==> config.mk <==
export PLATFORM = sky130hd
export DESIGN_NAME = carry_look_ahead_pipe
export DESIGN_NICKNAME = d
export VERILOG_FILES = /design/src/rtl/carry_look_ahead_pipe.sv
export SDC_FILE = /design/constraint.sdc
export NUM_CORES = 1
export LEC_CHECK = 0
export ABC_AREA = 0
export ABC_CLOCK_PERIOD_IN_PS = 3500
export CAP_MARGIN = 20
export CORE_ASPECT_RATIO = 0.5
export CORE_MARGIN = 2
export CORE_UTILIZATION = 55
export CTS_CLUSTER_DIAMETER = 60
export DETAILED_ROUTE_END_ITERATION = 7
export GPL_TIMING_DRIVEN = 0
export HOLD_SLACK_MARGIN = 0.03
export PLACE_DENSITY_LB_ADDON = 0.1
export SLEW_MARGIN = 20
export SYNTH_ARGS = -nofsm -noshare
export SYNTH_HDL_FRONTEND = slang
export SYNTH_SLANG_ARGS = --single-unit
==> constraint.sdc <==
create_clock -name clk -period 3.5 [get_ports clk]
set_input_delay 0.35 -clock clk [delete_from_list [all_inputs] [get_ports clk]]
set_output_delay 0.35 -clock clk [all_outputs]
set_load 0.01 [all_outputs]
==> src/rtl/carry_look_ahead_pipe.sv <==
// carry_look_ahead_pipe
//
// Pipelined adder/subtractor. The N-bit operation is cut into STAGES = N/K
// slices of K bits. Each stage adds one slice with flat carry-lookahead logic
// and registers the slice carry for the next stage. Unconsumed operand bits
// ride along in skew registers, and already-computed sum slices ride along in
// de-skew registers, so the final stage presents a complete, aligned result.
// One global advance enable (adv) moves the whole pipe, so a stalled output
// freezes every stage. Bubbles travel as invalid stages.
//
// Ports
//   clk        rising-edge clock
//   reset      synchronous, active-high; clears all stages and outputs
//   in_valid   operand set on A/B/C_in/SUB is valid
//   in_ready   operand set is accepted this cycle (in_valid && in_ready)
//   A, B       N-bit operands
//   C_in       carry-in, used only when SUB=0
//   SUB        0: A+B+C_in, 1: A-B computed as A+~B+1 (C_in ignored)
//   out_valid  S and flags hold a valid result
//   out_ready  downstream consumes the result this cycle
//   S          N-bit sum/difference
//   C_out      carry out of bit N-1 (for SUB: 1 = no borrow)
//   V          signed overflow
//   Z          S == 0
module carry_look_ahead_pipe #(
    parameter int N = 32,
    parameter int K = 8
) (
    input  logic         clk,
    input  logic         reset,
    input  logic         in_valid,
    output logic         in_ready,
    input  logic [N-1:0] A,
    input  logic [N-1:0] B,
    input  logic         C_in,
    input  logic         SUB,
    output logic         out_valid,
    input  logic         out_ready,
    output logic [N-1:0] S,
    output logic         C_out,
    output logic         V,
    output logic         Z
);

    localparam int STAGES = N / K;

    // K-bit carry-lookahead slice. Every carry is a flat sum of products of
    // generate/propagate terms and the slice carry-in, so nothing ripples.
    // Returns {carry out of the slice, carry into the slice MSB, sum}.
    function automatic logic [K+1:0] cla_slice(
        input logic [K-1:0] a,
        input logic [K-1:0] b,
        input logic         c0
    );
        logic [K-1:0] g;
        logic [K-1:0] p;
        logic [K:0]   c;
        logic [K-1:0] s;
        logic         pp;
        g    = a & b;
        p    = a ^ b;
        c    = '0;
        c[0] = c0;
        for (int j = 0; j < K; j++) begin
            c[j+1] = g[j];
            pp     = p[j];
            for (int m = j - 1; m >= 0; m--) begin
                c[j+1] = c[j+1] | (pp & g[m]);
                pp     = pp & p[m];
            end
            c[j+1] = c[j+1] | (pp & c0);
        end
        s = p ^ c[K-1:0];
        return {c[K], c[K-1], s};
    endfunction

    logic                     adv;
    logic [STAGES-1:0]        vld_q, vld_d;
    logic [STAGES-1:0]        carry_q, carry_d;
    logic [STAGES-1:0][N-1:0] a_q, a_d;
    logic [STAGES-1:0][N-1:0] b_q, b_d;
    logic [STAGES-1:0][N-1:0] s_q, s_d;
    logic                     v_q, v_d;
    logic                     z_q, z_d;
    logic [N-1:0]             b_eff;
    logic                     c_first;
    logic [K+1:0]             slice_r;
    logic                     unused_skew;

    assign adv       = !vld_q[STAGES-1] || out_ready;
    assign in_ready  = adv && !reset;
    assign out_valid = vld_q[STAGES-1];
    assign S         = s_q[STAGES-1];
    assign C_out     = carry_q[STAGES-1];
    assign V         = v_q;
    assign Z         = z_q;

    // Subtraction is folded into the operand: effective B is ~B and the
    // carry-in is forced to 1, so the whole pipe only ever adds.
    assign b_eff   = SUB ? ~B : B;
    assign c_first = SUB ? 1'b1 : C_in;

    // Operands are fully consumed by the last stage; its skew copy is dead.
    assign unused_skew = ^{a_q[STAGES-1], b_q[STAGES-1]};

    always_comb begin
        vld_d   = vld_q;
        carry_d = carry_q;
        a_d     = a_q;
        b_d     = b_q;
        s_d     = s_q;
        v_d     = v_q;
        z_d     = z_q;
        slice_r = '0;
        if (adv) begin
            // Stage 0: lowest slice straight from the ports
            slice_r         = cla_slice(A[K-1:0], b_eff[K-1:0], c_first);
            vld_d[0]        = in_valid;
            a_d[0]          = A;
            b_d[0]          = b_eff;
            s_d[0]          = '0;
            s_d[0][K-1:0]   = slice_r[K-1:0];
            carry_d[0]      = slice_r[K+1];
            // Stage i: slice i from the skewed operands and the registered carry
            for (int i = 1; i < STAGES; i++) begin
                slice_r = cla_slice(a_q[i-1][i*K +: K], b_q[i-1][i*K +: K],
                                    carry_q[i-1]);
                vld_d[i]          = vld_q[i-1];
                a_d[i]            = a_q[i-1];
                b_d[i]            = b_q[i-1];
                s_d[i]            = s_q[i-1];
                s_d[i][i*K +: K]  = slice_r[K-1:0];
                carry_d[i]        = slice_r[K+1];
            end
            // slice_r now holds the top slice: carry into bit N-1 vs carry out
            v_d = slice_r[K+1] ^ slice_r[K];
            z_d = ~|s_d[STAGES-1];
        end
    end

    always_ff @(posedge clk) begin
        if (reset) begin
            vld_q   <= '0;
            carry_q <= '0;
            a_q     <= '0;
            b_q     <= '0;
            s_q     <= '0;
            v_q     <= 1'b0;
            z_q     <= 1'b0;
        end else begin
            vld_q   <= vld_d;
            carry_q <= carry_d;
            a_q     <= a_d;
            b_q     <= b_d;
            s_q     <= s_d;
            v_q     <= v_d;
            z_q     <= z_d;
        end
    end

endmodule

Run 1, routing congestion map:
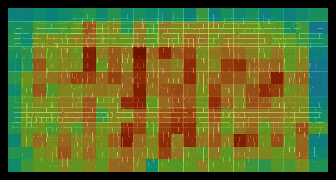
met3 Use GR: 0.0584
Tot GR Track Use: 0.268
met2 Use GR: 0.425
GRT busiest layer: met2
met1 Use GR: 0.366

Run 1, clock distribution:
Drawn at 2 px/um.
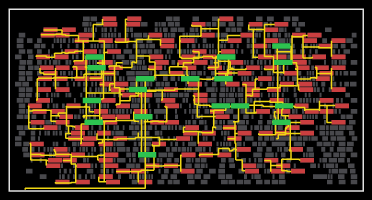
[green] clock-net drivers | count: 17
[red] flip-flops | count: 186
[yellow] clock wires | length: 2,090 um
routed clock nets: 18
flops lie: all over the die
clock share of power: 0.397
Clk power: 1950 uW
clk_skew: 0.0131 ns
Skew-Pair Late Insertion Delay: 0.42 ns

Run 1, zoomed window:
Window x 122 to 142, y 13 to 33 um. Cells in grey, sequential cells in the stronger grey; small squares are vias.
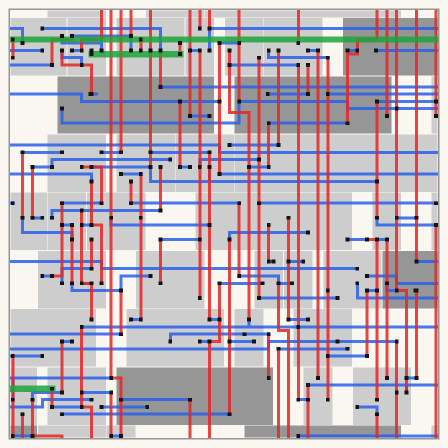
[red] M2
[blue] M1
[green] M3
sequential cells in the window: 4
cells with their middle in the window: 32
netlist names of flops here include: s_q (3), b_q (1)
most frequent: a211oi_1 (5), dfxtp_1 (4)

==> results.json, run 1 <==
{
  "status": "completed",
  "start_kind": "register",
  "leakagePower_uw": 0.00401,
  "ys_sh_aoi": 0.171,
  "vias_per_cell": 5.40,
  "synthXorXnorAreaFrac": 0.0537,
  "buf_share": 0.156,
  "cts-root-buf": "clkbuf_16",
  "nFlopsAndLatches": 186,
  "report.final.slew_viol_count": 0,
  "irDropWorstVdd_mv": 0.383,
  "syn_area_sq_um": 8150,
  "drt_iter0_markers": 523,
  "min_path_type": "in -> reg",
  "worst_r2r_path_depth": 6,
  "p_per_area_nw_per_um2": 490,
  "cts_setup_buffers": 0,
  "slew_headroom": 0.320,
  "netlist_top_cells_count": "nand2_1, dfxtp_1, a21oi_1",
  "max_freq_mhz": 353,
  "cp.arrival_ns": 2.48,
  "cpMostUsedCell": "clkbuf_1",
  "die_y_um": 90.1,
  "pg_seq_uw": 2350,
  "mux_area_frac": 0.00123,
  "final_common_cell": "nand2_1",
  "ff_type": "dfxtp_1",
  "synth_flops": 186,
  "grt_pass1_wl_um": 33400,
  "final-clk-cell-share": 0.0586,
  "crit_chain": "nor2b_1, clkbuf_1, clkbuf_1, nor2_1, clkdlybuf4s50_1",
  "grt_overflow": 0,
  "powerComb_uw": 619,
  "worst_r2r_endpoint": "S[28]",
  "htreeDepth": 4,
  "rows": 31,
  "fin_crit_ns": 2.83,
  "hold_start": "SUB",
  "total_power_uw": 4920,
  "stdcell_area_sq_um": 10000,
  "maxPowerGroup": "sequential cells",
  "holdBufCountCts": 0,
  "crit_family": "buffers and inverters",
  "largestRegisters": "a_q (48), b_q (48), s_q (48)",
  "clock_sinks": 186,
  "syn-num-nets": 1099,
  "p_sw_frac": 0.259,
  "dr.pass1.iters": 5,
  "cts_buffer_depth": 2,
  "maxCapViolCount": 0,
  "clk_pin_slew_ns": 0.07,
  "whs_ns": 0.421,
  "num_vias": 7156,
  "die_w_um": 176,
  "antenna_found_initial": 0,
  "ys_sh_adder": 0.0605,
  "pwr-share-seq": 0.477,
  "wl_met2_um": 9150,
  "ys_warn_count": 0,
  "finalCritPeriodShare": 0.810,
  "routedWlPerCell_um": 15.8,
  "pwr-share-comb": 0.126,
  "cp_num_cells": 5,
  "comb_cells": 694,
  "topRoutingLayerUsed": "met4",
  "tritoncts": "done",
  "grt_max_degree": 18
}
## Run 2: what changed since run 1
--- a/config.mk
+++ b/config.mk
@@ -6,7 +6,7 @@
 export NUM_CORES = 1
 export LEC_CHECK = 0
 export ABC_AREA = 0
-export ABC_CLOCK_PERIOD_IN_PS = 3500
+export ABC_CLOCK_PERIOD_IN_PS = 2950
 export CAP_MARGIN = 20
 export CORE_ASPECT_RATIO = 0.5
 export CORE_MARGIN = 2
==> constraint.sdc (replaced) <==
create_clock -name clk -period 2.95 [get_ports clk]
set_input_delay 0.295 -clock clk [delete_from_list [all_inputs] [get_ports clk]]
set_output_delay 0.295 -clock clk [all_outputs]
set_load 0.01 [all_outputs]
Run 2, signal wires by layer:
Drawn at 3 px/um.
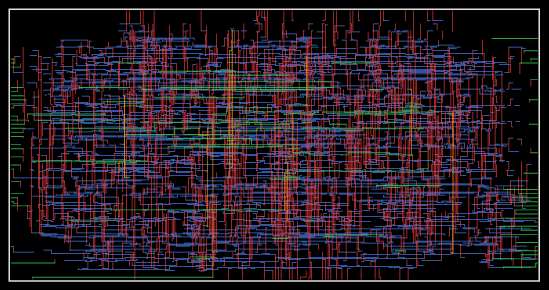
[red] M2 | wire length: 9,150 um
[green] M3 | wire length: 1,490 um
[orange] M4 | wire length: 353 um
[blue] M1 | wire length: 9,930 um
wire per inst: 15.8 um
routed via count: 7,156
DRT Wirelength: 20,900 um

Run 2, routing congestion map:
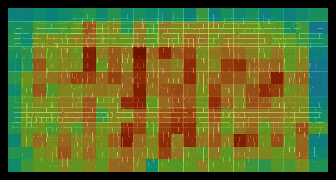
final core utilization: 0.694

==> results.json, run 2 <==
{
  "final-clk-cell-share": 0.0586,
  "leakagePower_uw": 0.00401,
  "maxPowerGroup": "sequential cells",
  "dr.pass1.iters": 5,
  "total_power_uw": 5840,
  "cts_buffer_depth": 2,
  "clk_pin_slew_ns": 0.07,
  "cp_num_cells": 5,
  "grt.total_usage": 0.268,
  "cpMostUsedCell": "clkbuf_1",
  "htreeDepth": 4,
  "vias_per_cell": 5.40,
  "min_path_type": "in -> reg",
  "netlist_top_cells_count": "nand2_1, dfxtp_1, a21oi_1",
  "syn_area_sq_um": 8150,
  "powerComb_uw": 735,
  "topRoutingLayerUsed": "met4",
  "whs_ns": 0.366,
  "worst_r2r_endpoint": "S[28]",
  "ys_sh_adder": 0.0605,
  "antenna_found_initial": 0,
  "p_sw_frac": 0.259,
  "clock_skew_ns": 0.0131,
  "start_kind": "register",
  "tritoncts": "done",
  "fin_crit_ns": 2.78,
  "wl_met2_um": 9150,
  "largestRegisters": "a_q (48), b_q (48), s_q (48)",
  "max_freq_mhz": 360,
  "worst_r2r_path_depth": 6,
  "grtUsageMet2": 0.425,
  "report.final.slew_viol_count": 0,
  "ys_warn_count": 0,
  "crit_family": "buffers and inverters",
  "hold_start": "SUB",
  "clock_sinks": 186,
  "pwr-share-seq": 0.477,
  "p_per_area_nw_per_um2": 581,
  "slew_headroom": 0.320,
  "pwr-share-comb": 0.126,
  "status": "completed",
  "irDropWorstVdd_mv": 0.455,
  "grt-busiest-layer": "met2",
  "grt_overflow": 0
}
## Run 3: what changed since run 2
--- a/config.mk
+++ b/config.mk
@@ -7,7 +7,6 @@
 export LEC_CHECK = 0
 export ABC_AREA = 0
 export ABC_CLOCK_PERIOD_IN_PS = 2950
-export CAP_MARGIN = 20
 export CORE_ASPECT_RATIO = 0.5
 export CORE_MARGIN = 2
 export CORE_UTILIZATION = 55
Run 3, routing congestion map:
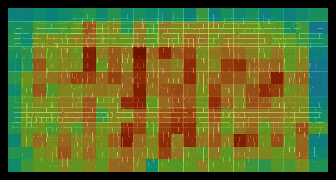

Run 3, zoomed window:
Window x 122 to 142, y 13 to 33 um. Cells in grey, sequential cells in the stronger grey; small squares are vias.
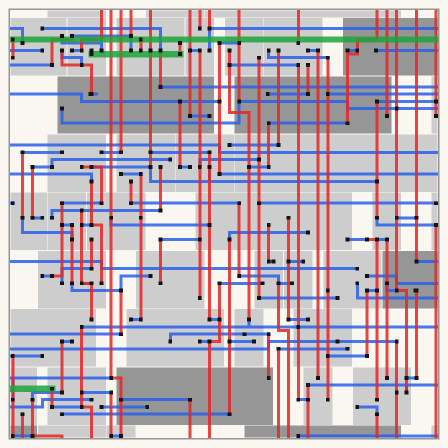
[red] M2
[green] M3
[blue] M1
cells with their middle in the window: 32
netlist names of flops here include: s_q (3), b_q (1)
most frequent: a211oi_1 (5), dfxtp_1 (4)
sequential cells in the window: 4

==> results.json, run 3 <==
{
  "status": "completed",
  "ys_warn_count": 0,
  "fin_crit_ns": 2.78,
  "met3_usage": 0.0584,
  "reg2reg_from": "vld_q[3]",
  "maxCapViolCount": 0,
  "ff_type": "dfxtp_1",
  "p_sw_frac": 0.259,
  "irDropWorstVdd_mv": 0.455,
  "max_freq_mhz": 360,
  "clock_skew_ns": 0.0131,
  "grt.total_usage": 0.268,
  "dr.pass1.iters": 5,
  "tritoncts": "done",
  "rsz0062_at_grt": "no",
  "final-clk-cell-share": 0.0586,
  "antenna_cells": 0,
  "fin_util": 0.694,
  "pwr-share-seq": 0.477,
  "cp_num_cells": 5,
  "synth_flops": 186,
  "powerComb_uw": 735,
  "async_reset_ff_frac": 0,
  "htreeDepth": 4,
  "wl_met2_um": 9150,
  "hold_start": "SUB",
  "start_kind": "register",
  "leakagePower_uw": 0.00401,
  "cts_buffer_depth": 2,
  "clk_pin_slew_ns": 0.07,
  "grt-busiest-layer": "met2",
  "synthXorXnorAreaFrac": 0.0537,
  "clkPwrFrac": 0.397,
  "vias_per_cell": 5.40,
  "netlist_top_cells_count": "nand2_1, dfxtp_1, a21oi_1",
  "worst_r2r_endpoint": "S[28]",
  "crit_required_ns": 2.65,
  "slew_headroom": 0.320,
  "grt_overflow": 0,
  "antenna_found_initial": 0,
  "cts_resized": 0,
  "cpMostUsedCell": "clkbuf_1",
  "largestRegisters": "a_q (48), b_q (48), s_q (48)",
  "wirelength_um": 20900,
  "topRoutingLayerUsed": "met4",
  "crit_type": "reg -> out",
  "ys_sh_adder": 0.0605,
  "routedWlPerCell_um": 15.8,
  "setup_violations": 0,
  "grtUsageMet2": 0.425,
  "p_per_area_nw_per_um2": 581,
  "total_power_uw": 5840,
  "syn_area_sq_um": 8150,
  "die_area_sq_um": 15900,
  "place_congestion": 0.839,
  "fp_util": 0.564,
  "clock_sinks": 186,
  "pwr-share-comb": 0.126,
  "layout_top_cells": "nand2_1, dfxtp_1, a21oi_1",
  "worst_r2r_path_depth": 6,
  "whs_ns": 0.366,
  "crit_family": "buffers and inverters",
  "maxPowerGroup": "sequential cells",
  "cp.arrival_ns": 2.48,
  "min_path_type": "in -> reg",
  "cts-root-buf": "clkbuf_16",
  "ys_types": 49,
  "report.final.slew_viol_count": 0,
  "instances_no_fill": 1326,
  "die_w_um": 176,
  "num_vias": 7156
}
Power figures rest on the tool's default switching activity, not on a simulated workload.
